--- config.mk ---
export PLATFORM = sky130hd
export DESIGN_NAME = mmio_bus_router
export DESIGN_NICKNAME = d
export VERILOG_FILES = /design/src/rtl/mmio_bus_router.sv
export SDC_FILE = /design/constraint.sdc
export NUM_CORES = 1
export LEC_CHECK = 0
export CORE_AREA = 2 2 134 136
export CTS_CLUSTER_DIAMETER = 50
export DETAILED_ROUTE_END_ITERATION = 10
export DIE_AREA = 0 0 136 138
export GPL_TIMING_DRIVEN = 0
export PLACE_DENSITY = 0.77
export SYNTH_ARGS = -nofsm -noshare
export SYNTH_HDL_FRONTEND = slang
export SYNTH_SLANG_ARGS = --single-unit
--- constraint.sdc ---
create_clock -name clk_i -period 2.6 [get_ports clk_i]
set_clock_uncertainty 0.2 [all_clocks]
set_input_delay 0.52 -clock clk_i [delete_from_list [all_inputs] [get_ports clk_i]]
set_output_delay 0.52 -clock clk_i [all_outputs]
set_load 0.03 [all_outputs]
--- src/rtl/mmio_bus_router.sv ---
// MMIO router: decodes CPU load/store requests onto N slaves by base/mask window and returns one response.
// Optional hung-slave timeout is compiled in when ROUTER_TIMEOUT_EN is defined.
module mmio_bus_router #(
    parameter int NUM_SLAVES = 4,
    parameter int ADDR_W = 32,
    parameter int DATA_W = 32,
    parameter logic [NUM_SLAVES*ADDR_W-1:0] SLAVE_BASE =
        {32'h80000000, 32'h70000000, 32'h60000000, 32'h50000000},
    parameter logic [NUM_SLAVES*ADDR_W-1:0] SLAVE_MASK =
        {32'hE0000000, 32'hFFFFF000, 32'hFFFFF000, 32'hFFFFF000},
    parameter int TIMEOUT_CYCLES = 255
) (
    input  logic                         clk_i,
    input  logic                         rst_ni,
    input  logic                         req_valid_i,
    output logic                         req_ready_o,
    input  logic [ADDR_W-1:0]            addr_i,
    input  logic                         we_i,
    input  logic [DATA_W-1:0]            wdata_i,
    output logic                         resp_valid_o,
    output logic [DATA_W-1:0]            rdata_o,
    output logic                         resp_err_o,
    output logic                         slave_req_o,
    output logic [NUM_SLAVES-1:0]        slave_sel_o,
    output logic [ADDR_W-1:0]            slave_addr_o,
    output logic                         slave_we_o,
    output logic [DATA_W-1:0]            slave_wdata_o,
    input  logic [NUM_SLAVES-1:0]        slave_ack_i,
    input  logic [NUM_SLAVES*DATA_W-1:0] slave_rdata_i,
    output logic [ADDR_W-1:0]            err_addr_o,
    output logic [7:0]                   err_cnt_o
);

    typedef enum logic [1:0] {IDLE, ACCESS, RESP} state_t;

    state_t                state_reg, state_next;
    logic [ADDR_W-1:0]     addr_reg;
    logic                  we_reg;
    logic [DATA_W-1:0]     wdata_reg;
    logic [NUM_SLAVES-1:0] sel_reg;
    logic                  unmapped_reg;
    logic [DATA_W-1:0]     rdata_reg;
    logic                  err_reg;
    logic [ADDR_W-1:0]     err_addr_reg;
    logic [7:0]            err_cnt_reg;

    logic [NUM_SLAVES-1:0] hit;
    logic [NUM_SLAVES-1:0] sel_dec;
    logic                  ack_sel;
    logic [DATA_W-1:0]     rdata_sel;
    logic                  timeout;
    logic                  finish;
    logic                  finish_err;

    genvar gi;
    generate
        for (gi = 0; gi < NUM_SLAVES; gi++) begin : g_dec
            localparam logic [ADDR_W-1:0] BASE = SLAVE_BASE[gi*ADDR_W +: ADDR_W];
            localparam logic [ADDR_W-1:0] MASK = SLAVE_MASK[gi*ADDR_W +: ADDR_W];
            assign hit[gi] = ((addr_i & MASK) == (BASE & MASK));
        end
    endgenerate

    // Isolate the lowest set bit so overlapping windows resolve to the lowest index.
    assign sel_dec = hit & (~hit + NUM_SLAVES'(1));
    assign ack_sel = |(slave_ack_i & sel_reg);

    always_comb begin
        rdata_sel = '0;
        for (int k = 0; k < NUM_SLAVES; k++) begin
            if (sel_reg[k]) begin
                rdata_sel = rdata_sel | slave_rdata_i[k*DATA_W +: DATA_W];
            end
        end
    end

`ifdef ROUTER_TIMEOUT_EN
    localparam int CNT_W = (TIMEOUT_CYCLES > 1) ? $clog2(TIMEOUT_CYCLES) : 1;
    logic [CNT_W-1:0] tmo_cnt_reg;

    // Counter holds the index of the current ACCESS cycle; fires on the last allowed one.
    always_ff @(posedge clk_i or negedge rst_ni) begin
        if (!rst_ni) begin
            tmo_cnt_reg <= '0;
        end else if (state_reg != ACCESS) begin
            tmo_cnt_reg <= '0;
        end else begin
            tmo_cnt_reg <= tmo_cnt_reg + 1'b1;
        end
    end

    assign timeout = (tmo_cnt_reg == CNT_W'(TIMEOUT_CYCLES - 1));
`else
    logic unused_timeout_cycles;
    assign unused_timeout_cycles = (TIMEOUT_CYCLES > 0);
    assign timeout = 1'b0;
`endif

    always_comb begin
        state_next = state_reg;
        finish     = 1'b0;
        finish_err = 1'b0;
        case (state_reg)
            IDLE: begin
                if (req_valid_i) begin
                    state_next = ACCESS;
                end
            end
            ACCESS: begin
                // An ack in the same cycle as the timeout takes priority.
                if (unmapped_reg) begin
                    finish     = 1'b1;
                    finish_err = 1'b1;
                end else if (ack_sel) begin
                    finish = 1'b1;
                end else if (timeout) begin
                    finish     = 1'b1;
                    finish_err = 1'b1;
                end
                if (finish) begin
                    state_next = RESP;
                end
            end
            RESP: begin
                state_next = IDLE;
            end
            default: begin
                state_next = IDLE;
            end
        endcase
    end

    always_ff @(posedge clk_i or negedge rst_ni) begin
        if (!rst_ni) begin
            state_reg    <= IDLE;
            addr_reg     <= '0;
            we_reg       <= 1'b0;
            wdata_reg    <= '0;
            sel_reg      <= '0;
            unmapped_reg <= 1'b0;
            rdata_reg    <= '0;
            err_reg      <= 1'b0;
            err_addr_reg <= '0;
            err_cnt_reg  <= '0;
        end else begin
            state_reg <= state_next;
            if (state_reg == IDLE && req_valid_i) begin
                addr_reg     <= addr_i;
                we_reg       <= we_i;
                wdata_reg    <= wdata_i;
                sel_reg      <= sel_dec;
                unmapped_reg <= ~|sel_dec;
            end
            if (finish) begin
                rdata_reg <= (finish_err || we_reg) ? '0 : rdata_sel;
                err_reg   <= finish_err;
                if (finish_err) begin
                    err_addr_reg <= addr_reg;
                    if (err_cnt_reg != 8'hFF) begin
                        err_cnt_reg <= err_cnt_reg + 8'd1;
                    end
                end
            end
        end
    end

    assign req_ready_o   = (state_reg == IDLE);
    assign resp_valid_o  = (state_reg == RESP);
    assign resp_err_o    = (state_reg == RESP) && err_reg;
    assign rdata_o       = rdata_reg;
    assign slave_req_o   = (state_reg == ACCESS) && !unmapped_reg;
    assign slave_sel_o   = (state_reg == ACCESS) ? sel_reg : '0;
    assign slave_addr_o  = addr_reg;
    assign slave_we_o    = we_reg;
    assign slave_wdata_o = wdata_reg;
    assign err_addr_o    = err_addr_reg;
    assign err_cnt_o     = err_cnt_reg;

endmodule
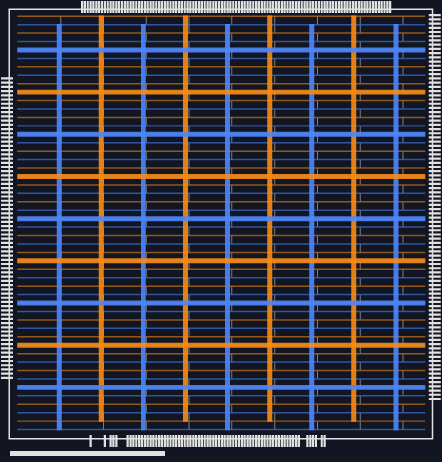
**Above:** run 1 (floorplan with the power grid).
Bar = 50 um. Pins as bars on the die edge. Tap cells in gray.
color	net
orange	VDD
blue	VSS
met4 straps	9
tap cells	229
rows	49
signal pins	345
Horiz. Die Dim: 136 um
maximum resistive drop on vdd: 728 uV

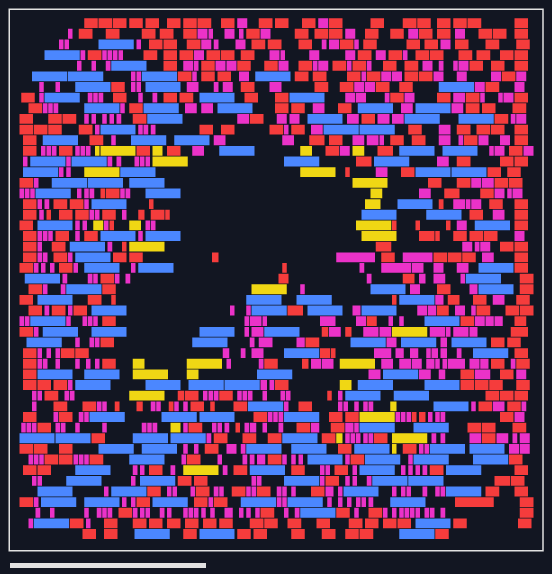
**Above:** run 1 (cells colored by class).
Bar = 50 um.
color	class	cells	share of their area
magenta	combinational and other logic	491	24%
yellow	clock drivers and dummy loads	32	5.2%
blue	sequential cells	145	35%
red	remaining buffers and delay cells	386	36%
Core Util, Final: 60.8%
sequential fraction of total cell area: 34.0%
final instance area: 10,700 sq um
site row count: 49

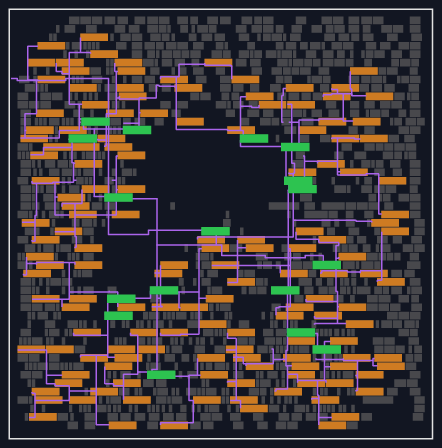
**Above:** run 1 (routed clock nets over the placement).
[orange] flip-flops | count: 145
[purple] clock wires | length: 1,910 um
[green] clock drivers | count: 17
flops lie	widely spread
routed clock nets	18
insertion delay at the late pin of the worst-skew pair: 420 ps
clock distribution power: 2250 uW
Clk network pwr share: 19.8%

==> results.txt, run 1 <==
State of the implementation.

- Of the synthesized area, sequential elements account for 56.9%.
- The final-layout clock-cell area share is 5.05%, for reference.
- The layout overhead on the synthesized area is 67.3%, for reference.
- After clock tree synthesis, the flow added hold-fix buffers numbering 1.
- STA shows the worst reg2reg path with a cell count of 5.
- The async set-reset flop share out of synthesis is 100%, for reference.
- In the final design database the tool counted 1,242 nets.
- The final wirelength is 23.0 mm, for reference.
- The sequential power share is 31.9%, for reference.
- Looking at the worst setup and hold paths, the clock pins of their registers show a slew of 60 ps.
- The most frequent logic cell in the layout is clkdlybuf4s50_1, for reference.
- The layout has 4 inverters outside the clock class.
- The internal cell power is 6450 uW, for reference.
- The flow ran to the end, and the final reports show no timing, DRC or antenna violations.
- In the layout the commonest cells are clkdlybuf4s50_1 (336), nand2_1 (330), dfrtp_1 (145).
- The DRC violation total after the first TritonRoute iteration is 360, for reference.
- The combinational power share is 48.3%, for reference.
- The number of antenna violations at the first check in global routing is 0.
- Setup repair after global routing left no endpoint under its margin.
- The fraction of layout instances using a drive strength above 1 is 5.41%, for reference.
- The number of pins exceeding their max-slew limit in the final report is 0, for reference.
- Per the GRT congestion report, total overflow comes to 0.
- The total stage count of the critical path is 3, for reference.
- The placer congestion estimate is 0.849, for reference.
- In this run the tightest slew margin relative to its limit is 52.2%.
- The shortest period the worst path allows is 2520 ps, for reference.
- The total DRC errors in the routed layout is 0, for reference.
- The synthesis report lists the Yosys warning total as 0.
- Per the layout report, the design carries 19 clock buffers.
- The pin count of the biggest net entering global routing is 88, for reference.
- The critical path starts at state_reg[1].
- Per the detail_route report, the via count comes to 6,393.
- The number of well taps is 229, for reference.
- For the worst setup path, the data required time is 1880 ps.
- After synthesis the cells add up to 6370 sq um.
- The design draws 11,400 uW.
- The first global-routing pass estimated 35.6 mm of wire.
- The flip-flop and latch count is 145, for reference.
- The initial core utilization is 36.3%, for reference.
- The final setup TNS is 0 ps, for reference.
- Per the hold report, the tightest min-delay path originates at slave_wdata_o[23].
- Of all nets on the critical path, the largest fanout is 8.
- In the final layout, non-clock buffers account for 34.7% of the cell area.
- The number of enable-type register cells in the synthesized netlist is 0, for reference.
- Endpoints failing hold in the final report were tallied at 0.
- The count of multi-input combinational gates is 487, for reference.
- By area, buffers come first.
- The register area is 3630 sq um, for reference.
- The post-CTS resize count is 6, for reference.
- The detailed placer's ending HPWL is 17.9 mm, for reference.
- The leakage power in the latest report is 0.00498 uW.
- The core region is 17,500 sq um.
- The number of register bits inferred by synthesis is 145, for reference.
- The top flip-flop cell by instance count after synthesis is dfrtp_1, for reference.
- The cell count after synthesis is 680, for reference.
- The count of boundary I/O pins is 345, for reference.
- The TritonCTS buffer count is 17, for reference.
- The ratio of final minimum period to clock period is 97.0%, for reference.
- The hold-critical path endpoint is slave_wdata_o[23], for reference.
- The filler cells instantiated in the layout total 1,555.
- Multi-input logic gates represent a cell area share of 23.4%.
- Warnings raised by the tools during the run amount to 26.
- The buffers plus inverters on the worst setup path is 1, for reference.
- The area figure in the yosys stat output is 6370 sq um, for reference.
- Looking at the clock tree report, the maximum root-to-sink buffer count equals 2.
- The tally of nets with antenna violations remaining after routing is 0, for reference.
- When the netlist entered floorplanning its net count stood at 881.
- After clock tree synthesis, the setup repair step added 0 buffers.
- The final timing report counts setup violations totalling 0.
- The count of port buffers added during placement is 344, for reference.
==> run 1: per-layer routing <==
layer | global-route usage [%] | up-vias | routed length (um)
met5 | 0 | - | 0
met4 | 8.50 | 0 | 553
met3 | 7.19 | 39 | 1790
met2 | 40.8 | 258 | 11400
met1 | 30.4 | 3090 | 9250
li1 | - | 3006 | -
==> run 1: cells by family (layout without fill, tap and decap cells) <==
kind of cell	count (synthesis)	count (layout)	synth area share [%]
AND/OR/NAND/NOR	364	364	22.8
flip-flops	145	145	56.9
AND-OR/OR-AND	115	115	15.0
buffers and inverters	48	422	3.99
multiplexers	4	4	0.707
XOR/XNOR	3	3	0.412
adder cells (fa/ha/maj)	1	1	0.196
==> run 1: synth_stat cells (2+ instances only) <==
library cell	instances	area share, %
inv_1	3	0.18
and2_1	5	0.49
nand2_1	330	19
nand4_1	2	0.20
nor3_1	2	0.16
buf_1	4	0.24
buf_2	8	0.63
nand3_1	3	0.24
a22o_1	34	4.7
dfrtp_1	145	57
o211ai_1	2	0.24
and3_1	2	0.20
clkbuf_1	22	1.3
a22oi_1	65	7.7
buf_4	3	0.35
buf_6	7	1.2
o41ai_1	3	0.41
nand2b_1	3	0.29
nor2_1	5	0.29
mux2_1	4	0.71
nor4_1	4	0.39
xnor2_1	3	0.41
o21ai_1	2	0.16
==> run 1: metrics by stage <==
step	std cells	worst slack [ps]	hold slack [ps]
floorplan	680	585	24.4
global placement	1253	-5160	257
detailed placement	1254	-35.3	262
CTS	1283	77.9	277
global route	1283	8.47	290
finish	1283	76.9	272
==> run 1: power by group through the flow <==
stage	Combinational, uW	Sequential (uW)	Clock, uW
finish	5490	3630	2250
global route	5890	3730	2400
CTS	5550	3620	2290
detailed placement	5540	3650	0
global placement	5480	3620	0
floorplan	1550	5030	0
**Run 1: cell outlines without signal wires**

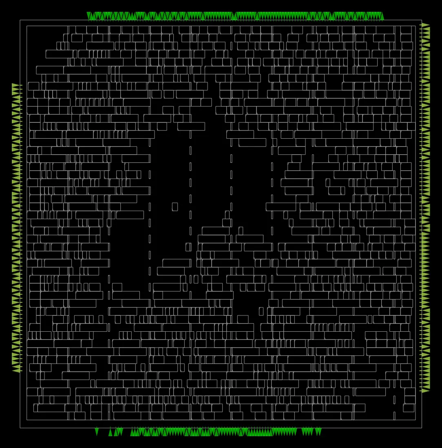

## Run 2: what changed since run 1
- CORE_AREA: 2 2 134 136 -> default
- CORE_UTILIZATION: default -> 36
- CTS_CLUSTER_SIZE: default -> 24
- DIE_AREA: 0 0 136 138 -> default
- PLACE_DENSITY: 0.77 -> 0.78
- SETUP_SLACK_MARGIN: default -> 0.3
- clock period: 2.6 -> 2.23 ns (I/O delays scaled with it)
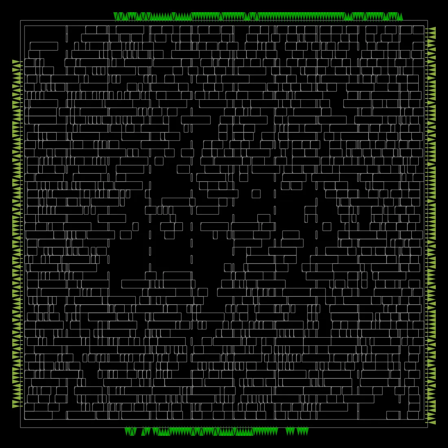
**Above:** run 2 (cell outlines without signal wires).
tap cells: 225
sequential cell count of the final layout: 145
sequential fraction of total cell area: 33.6%
number of standard cells in the final layout excluding fillers: 1,306

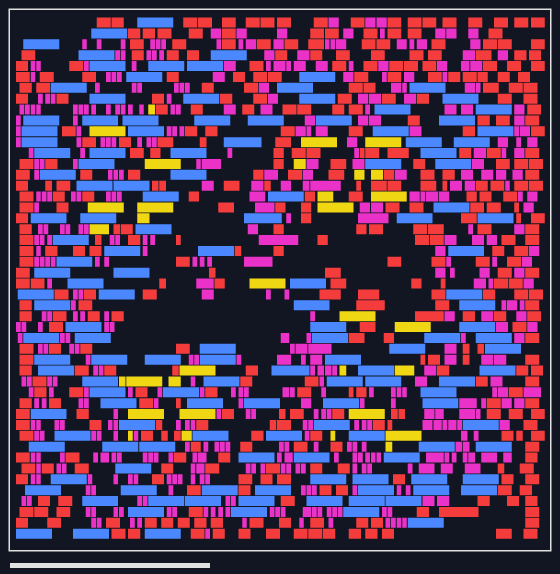
**Above:** run 2 (cells colored by class).
Bar = 50 um.
color	class	cells	share of their area
blue	sequential cells	145	35%
red	remaining buffers and delay cells	409	36%
yellow	clock drivers and dummy loads	32	5.2%
magenta	combinational and other logic	491	24%
Core Util, Final: 62.5%
site row count: 48

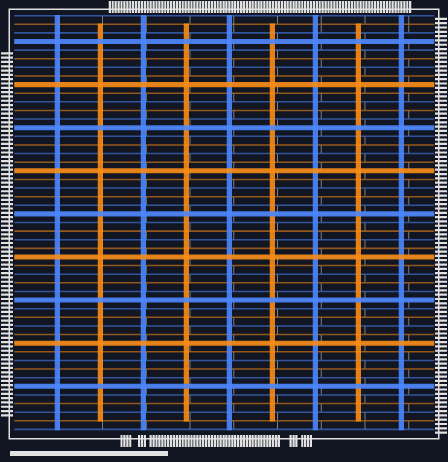
**Above:** run 2 (floorplan with the power grid).
Bar = 50 um. Pins as bars on the die edge. Tap cells in gray.
color	net
orange	VDD
blue	VSS
met4 straps	9
tap cells	225
met1 rails	49
Horiz. Die Dim: 135 um
Core Box Area: 17,300 sq um
vertical extent of the die: 135 um
maximum resistive drop on vdd: 739 uV

==> results.txt, run 2 <==
State of the implementation.

- Result of the run: finished clean (unchanged).
- The shortest period the worst path allows is 2040 ps, for reference.
- The critical path startpoint category was a register (unchanged).
- The cell type contributing the most total cell area after synthesis is dfrtp_1 (unchanged), for reference.
- The wire length of the first global-routing pass is 35.2 mm (was 35.6 mm), for reference.
- The sequential area share after synthesis is 56.9% (unchanged), for reference.
- The antenna cell count is 4 (was 0).
- The H-tree depth is 4 (unchanged), for reference.
- The internal cell power is 7150 uW (was 6450 uW), for reference.
- The final-layout clock-cell area share is 5.01% (was 5.05%).
- The count of boundary I/O pins is 345 (unchanged), for reference.
- The via density per instance is 4.94 (was 4.98), for reference.
- The number of distinct library cells after synthesis is 42 (unchanged).
- The placer congestion estimate is 0.825 (was 0.849), for reference.
- The post-synthesis cell area is 6370 sq um (unchanged), for reference.
- The sequential power share is 32.3% (was 31.9%).
- Setup repair after global routing missed its margin: yes (was no).
- The final layout net count is 1,265 (was 1,242), for reference.
- The remaining global-route overflow was 0 (unchanged).
- The initial core utilization was 36.8% (was 36.3%).
- The cell count after synthesis is 680 (unchanged).
- The count of yosys warnings during synthesis is 0 (unchanged), for reference.
- The count of clock buffers in the final design was 21 (was 19).
- The number of register bits inferred by synthesis is 145 (unchanged), for reference.
- The area figure in the yosys stat output is 6370 sq um (unchanged), for reference.
- The maximum net fanout on the critical path is 5 (was 8), for reference.
- The most frequent logic cell in the layout was nand2_1 (was clkdlybuf4s50_1).
- The transition time at the pin with the least slew margin is 758 ps (was 716 ps).
- The max-cap check violation count is 0 (unchanged), for reference.
- The yosys cell count is 680 (unchanged), for reference.
- The tally of nets with antenna violations remaining after routing came to 0 (unchanged).
- The pin count of the biggest net entering global routing is 98 (was 88).
- The number of pins exceeding their max-slew limit in the final report came to 0 (unchanged).
- The total DRC errors in the routed layout was 0 (unchanged).
- The clock root buffer master was clkbuf_16 (unchanged).
- The cell at the slowest stage of the critical path is dfrtp_2 (was dfrtp_1), for reference.
- The most popular library cell in the synthesized design by count was nand2_1 (unchanged).
- The CTS tree is done (unchanged).
- The buffers plus inverters on the worst setup path is 1 (unchanged).
- The fraction of area in multi-input gates was 23.6% (was 23.4%).
- The switching power of the nets came to 5720 uW (was 4920 uW).
- The total leakage power is 0.00556 uW (was 0.00498 uW), for reference.
- The combinational gate area is 2550 sq um (was 2490 sq um), for reference.
- The per-cell routed wire length came to 18.3 um (was 17.9 um).
- The layout overhead on the synthesized area was 69.6% (was 67.3%).
- The inverter count was 4 (unchanged).
- The iteration count of the initial detailed-routing pass came to 5 (unchanged).
- The number of OpenROAD warnings is 28 (was 26), for reference.
- The number of clock sinks came to 145 (unchanged).
- The routed via count is 6,454 (was 6,393), for reference.
- The final number of hold-violating endpoints was 0 (unchanged).
- The net switching fraction of the power came to 44.5% (was 43.3%).
- The combinational power share came to 47.2% (was 48.3%).
- The register area was 3630 sq um (about the same).
- The required time of the critical path came to 1580 ps (was 1880 ps).
- The critical path's largest stage delay was 400 ps (was 460 ps).
- The kind of end point of the critical path is an output port (unchanged).
- The worst-case headroom to the max-slew limit was 49.4% (was 52.2%).
- The detailed placer's ending HPWL came to 18.1 mm (was 17.9 mm).
- The highest attainable clock frequency is 489 MHz, for reference.
- The clock transition at the registers of the reported paths is 60 ps (about the same), for reference.
- The hold buffer count at cts is 1 (unchanged).
- The area share of the leading cell type in the synthesized netlist is 56.9% (unchanged), for reference.
- The start-to-end type of the worst setup path was reg -> out (unchanged).
- The global-route usage over all layers is 26.0% (was 24.5%), for reference.
- The count of endpoints failing setup in the final report is 0 (unchanged), for reference.
- The async set-reset flop share out of synthesis was 100% (unchanged).
- The data arrival at the endpoint of the critical path is 1400 ps (was 1800 ps).
- Main area contributors: dfrtp_1 (57%), nand2_1 (19%), a22oi_1 (7.7%) (unchanged).
- The DRC violation total after the first TritonRoute iteration is 328 (was 360), for reference.
- The clock insertion delay at the later pin of the skew report is 420 ps (about the same), for reference.
- The class of the tightest hold or removal check is reg -> reg (unchanged), for reference.
- The clock network fraction of design power was 20.4% (was 19.8%).
- The number of buffers on the longest clock path is 2 (unchanged), for reference.
- The fraction of layout instances using a drive strength above 1 was 11.0% (was 5.41%).
- The top flip-flop cell by instance count after synthesis is dfrtp_1 (unchanged).
- The total setup buffers inserted after CTS is 2 (was 0), for reference.
- The count of port buffers added during placement came to 344 (unchanged).
- The count of placed standard cells including taps is 1,250 (was 1,254), for reference.
- The cell type taking the most area is buffers (unchanged).
- The TritonCTS buffer count was 17 (unchanged).
- The worst-case hold slack is 267 ps (was 272 ps), for reference.
- The area share of buffers outside the clock network is 34.9% (was 34.7%).
- The fill cell instance count of the final layout is 1,539 (was 1,555), for reference.
- The via count of the first global-routing pass came to 6,225 (was 6,463).
- Critical path, cell by cell: and2b_4 -> and2_1 -> buf_4 (was and2b_1 -> and2_1 -> dlygate4sd2_1).
- The final wirelength is 23.9 mm (was 23.0 mm), for reference.
- The total power divided by cell area is 1190 nW/um^2 (was 1070 nW/um^2), for reference.
- The count of buffers not belonging to the clock network in the layout is 409 (was 386), for reference.
- The number of enable-type register cells in the synthesized netlist came to 0 (unchanged).
- Of the available clock period, the critical path in the final layout requires 91.7%.
- The chip area is 18,200 sq um (was 18,800 sq um).
- The number of antenna violations at the first check in global routing is 4 (was 0), for reference.
- The count of multi-input combinational gates was 487 (unchanged).
- The kind of cell adding the most delay to the critical path is simple AND/OR/NAND/NOR gates (unchanged).
- The post-CTS resize count is 227 (was 6), for reference.
- Most common logic cells in the final layout: nand2_1 (330), clkdlybuf4s50_1 (198), dfrtp_1 (142) (was clkdlybuf4s50_1 (336), nand2_1 (330), dfrtp_1 (145)).
- The net count after synthesis is 881 (unchanged), for reference.
- The mean area per synthesized cell is 9.37 sq um (unchanged), for reference.
- Ranking of synthesized cells by instance count: nand2_1 (330), dfrtp_1 (145), a22oi_1 (65), a22o_1 (34), clkbuf_1 (22) (unchanged).
## run 2: worst min-delay path, delay by kind of cell, from the launching register on
kind / cells / cell delay (ps)
AND/OR/NAND/NOR: 2 / 100
flip-flops: 1 / 340
## run 2: power by group through the flow
stage	Combinational, uW	Clock, uW	Sequential (uW)
2_1_floorplan	1810	0	5870
3_3_place_gp	6390	0	4230
3_5_place_dp	6490	0	4250
4_1_cts	6000	2670	4200
5_1_grt	6550	2790	4290
6_report	6080	2630	4160
## run 2: path summary, 6_finish.rpt
check | startpoint | endpoint | slack [ps] | cells past startpoint
worst max-delay path | state_reg[1] | slave_sel_o[3] | 190 | 3
max in group asynchronous | rst_ni | err_addr_o[0] | 630 | 3
worst min-delay path | err_addr_o[1] | err_addr_o[1] | 270 | 2
worst max register to register | sel_reg[2] | rdata_o[5] | 360 | 7
min in group asynchronous | rst_ni | slave_addr_o[23] | 340 | 2
worst min register to register | err_addr_o[1] | err_addr_o[1] | 270 | 2
## run 2: per-layer routing
metal	vias to the layer above	part of all wire [%]	GRT usage, %	wire, um
li1	3065	-	-	-
met3	28	8.6	8.48	2050
met5	-	0	0	0
met1	3096	39	30.3	9220
met2	265	51	44.9	12200
met4	0	1.9	8.99	461
## run 2: stage by stage
step	area (sq um)	power, uW	setup TNS, ps	utilization, %	setup WS, ps
floorplan	6380	7670	0	-	432
global placement	10100	10600	-809670	58.4	-5450
detailed placement	10100	10700	-23720	58.6	-464
CTS	10600	12900	0	61.4	48.8
global route	10800	13600	0	62.5	153
finish	10800	12900	0	62.5	185
## run 2: kinds of logic after synthesis
group                    synth area share (%)
AND-OR/OR-AND                            15.0
XOR/XNOR                                0.412
adder cells (fa/ha/maj)                 0.196
buffers and inverters                    3.99
flip-flops                               56.9
multiplexers                            0.707
AND/OR/NAND/NOR                          22.8
## Run 3: what changed since run 2
- ABC_CLOCK_PERIOD_IN_PS: default -> 2230
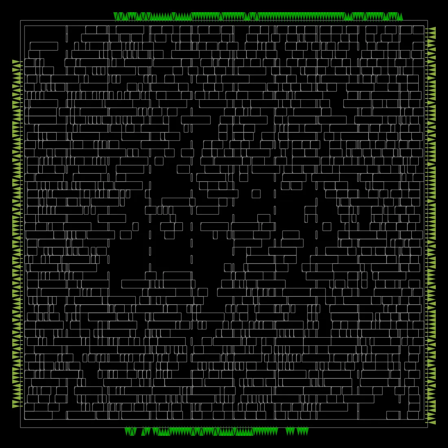
**Above:** run 3 (cell outlines without signal wires).
filler instances: 1,539

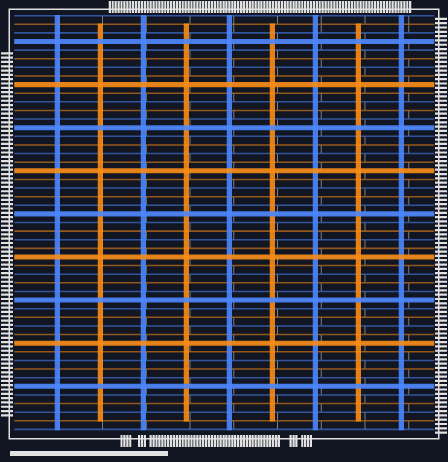
**Above:** run 3 (floorplan with the power grid).
Bar = 50 um. Pins as bars on the die edge. Tap cells in gray.
color	net
orange	VDD
blue	VSS
tap cells	225
met5 straps	9
rows	48
met4 straps	9

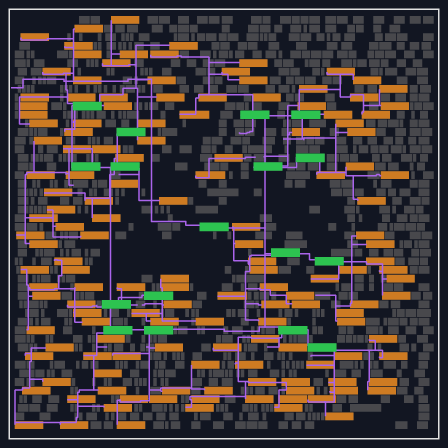
**Above:** run 3 (routed clock nets over the placement).
[orange] flip-flops | count: 145
[green] clock drivers | count: 17
[purple] clock wires | length: 1,850 um
routed clock nets	18
Clk network pwr share: 20.4%
clock distribution power: 2630 uW

==> results.txt, run 3 <==
State of the implementation.

- Result of the run: finished clean (unchanged).
- The hold-critical path depth is 2 (unchanged), for reference.
- The post-synthesis cell area came to 6370 sq um (unchanged).
- The final layout net count is 1,265 (unchanged), for reference.
- The fraction of layout instances using a drive strength above 1 came to 11.0% (unchanged).
- The area share of buffers outside the clock network came to 34.9% (unchanged).
- The net switching fraction of the power is 44.5% (unchanged), for reference.
- The maximum ir drop on the vdd rail was 739 uV (unchanged).
- The total power divided by cell area was 1190 nW/um^2 (unchanged).
- The async set-reset flop share out of synthesis is 100% (unchanged).
- The buffers plus inverters on the worst setup path is 1 (unchanged), for reference.
- The DRC violation total after the first TritonRoute iteration is 328 (unchanged), for reference.
- The number of distinct library cells after synthesis is 42 (unchanged).
- The number of non-filler instances in the completed layout came to 1,306 (unchanged).
- The count of boundary I/O pins was 345 (unchanged).
- The capture instance of the worst register-to-register path is rdata_o[5] (unchanged).
- The worst setup slack after layout is 185 ps (unchanged), for reference.
- The number of buffers on the longest clock path was 2 (unchanged).
- The number of antenna violations at the first check in global routing was 4 (unchanged).
- Critical path, cell by cell: and2b_4 -> and2_1 -> buf_4 (unchanged).
- The number of enable-type register cells in the synthesized netlist is 0 (unchanged), for reference.
- The number of clock sinks is 145 (unchanged), for reference.
- The cell type taking the most area is buffers (unchanged).
- The flop share of the area came to 33.6% (unchanged).
- The mean area per synthesized cell is 9.37 sq um (unchanged), for reference.
- The combinational power share is 47.2% (about the same).
- The TritonCTS buffer count is 17 (unchanged), for reference.
- The class of the tightest hold or removal check is reg -> reg (unchanged).
- The number of cell instances on the worst register-to-register path is 7 (unchanged), for reference.
- The destination of the critical timing path is slave_sel_o[3] (unchanged), for reference.
- The hold-critical path endpoint is err_addr_o[1] (unchanged).
- The die height is 135 um (unchanged), for reference.
- The count of endpoints failing setup in the final report is 0 (unchanged), for reference.
- The startpoint of the worst hold path was err_addr_o[1] (unchanged).
- The detailed placer's ending HPWL is 18.1 mm (unchanged), for reference.
- The count of buffers not belonging to the clock network in the layout came to 409 (unchanged).
- The worst-case hold slack is 267 ps (unchanged).
- The highest attainable clock frequency was 489 MHz (unchanged).
- Setup repair after global routing missed its margin: yes (unchanged).
- The final setup TNS is 0 ps (unchanged), for reference.
- The maximum net fanout on the critical path is 5 (unchanged).
- The tally of nets with antenna violations remaining after routing is 0 (unchanged), for reference.
- Most common logic cells in the final layout: nand2_1 (330), clkdlybuf4s50_1 (198), dfrtp_1 (142) (unchanged).
- The count of clock buffers in the final design is 21 (unchanged), for reference.
- The inverter count is 4 (unchanged).
- The pin count of the biggest net entering global routing is 98 (unchanged), for reference.
- The wire length of the first global-routing pass is 35.2 mm (unchanged).
- The cell type contributing the most total cell area after synthesis is dfrtp_1 (unchanged).
- The final-layout clock-cell area share is 5.01% (unchanged), for reference.
- The remaining global-route overflow is 0 (unchanged), for reference.
- The area figure in the yosys stat output is 6370 sq um (unchanged), for reference.
- The post-place setup slack was -464 ps (unchanged).
- The core region area is 17,300 sq um (unchanged).
- The routed via count is 6,454 (unchanged), for reference.
- The critical path's largest stage delay is 400 ps (about the same), for reference.
- The global-route usage over all layers is 26.0% (unchanged), for reference.
- The start-to-end type of the worst setup path is reg -> out (unchanged), for reference.
- The beginning of the critical path was state_reg[1] (unchanged).
- The row count came to 48 (unchanged).
- The number of well taps is 225 (unchanged).
- The count of port buffers added during placement is 344 (unchanged), for reference.
- The sequential area share after synthesis was 56.9% (unchanged).
- The antenna cell count is 4 (unchanged).
- The sequential power share is 32.3% (about the same), for reference.
- The clock transition at the registers of the reported paths is 60 ps (about the same), for reference.
[run 3: cell counts after synthesis]
Identical to the previous run, type by type.
[run 3: cell families after synthesis]
logic type               share of synthesized area (%)
flip-flops                                        56.9
AND-OR/OR-AND                                     15.0
XOR/XNOR                                         0.412
buffers and inverters                             3.99
AND/OR/NAND/NOR                                   22.8
adder cells (fa/ha/maj)                          0.196
multiplexers                                     0.707
[run 3: metal layers]
metal	vias up	wire length, um	part of all wire (%)	global-route usage, %
met2	265	12200	51	44.9
met1	3096	9220	39	30.3
met3	28	2050	8.6	8.48
li1	3065	-	-	-
met4	0	461	1.9	8.99
met5	-	0	0	0
[run 3: worst register-to-register path, delay by kind of cell (launching register included)]
| family | cells | cell delay [ps] |
|---|---|---|
| buffers and inverters | 4 | 580 |
| flip-flops | 1 | 370 |
| AND-OR/OR-AND | 3 | 670 |
[run 3: power by group through the flow]
stage	logic (uW)	clock network [uW]	registers, uW
after floorplan	1810	0	5870
after global placement	6390	0	4230
after detailed placement	6490	0	4250
after CTS	6000	2670	4200
after global routing	6550	2790	4290
final	6080	2630	4160
[run 3: through the flow]
step           utilization [%]  total power [uW]  instance area [sq um]
3_5_place_dp              58.6             10700                  10100
4_1_cts                   61.4             12900                  10600
3_3_place_gp              58.4             10600                  10100
2_1_floorplan                -              7670                   6380
5_1_grt                   62.5             13600                  10800
6_report                  62.5             12900                  10800
[run 3: what timing repair did]
item | in CTS | in global routing
buffers inserted | 2 | 16
endpoints found under the setup margin | 217 | 96
resized | 227 | 40
pin swaps | 3 | 3
hold buffers | 1 | 0
hold endpoints to repair | 48 | 0
cloned | 0 | 1
Power and IR drop assume default switching activity.
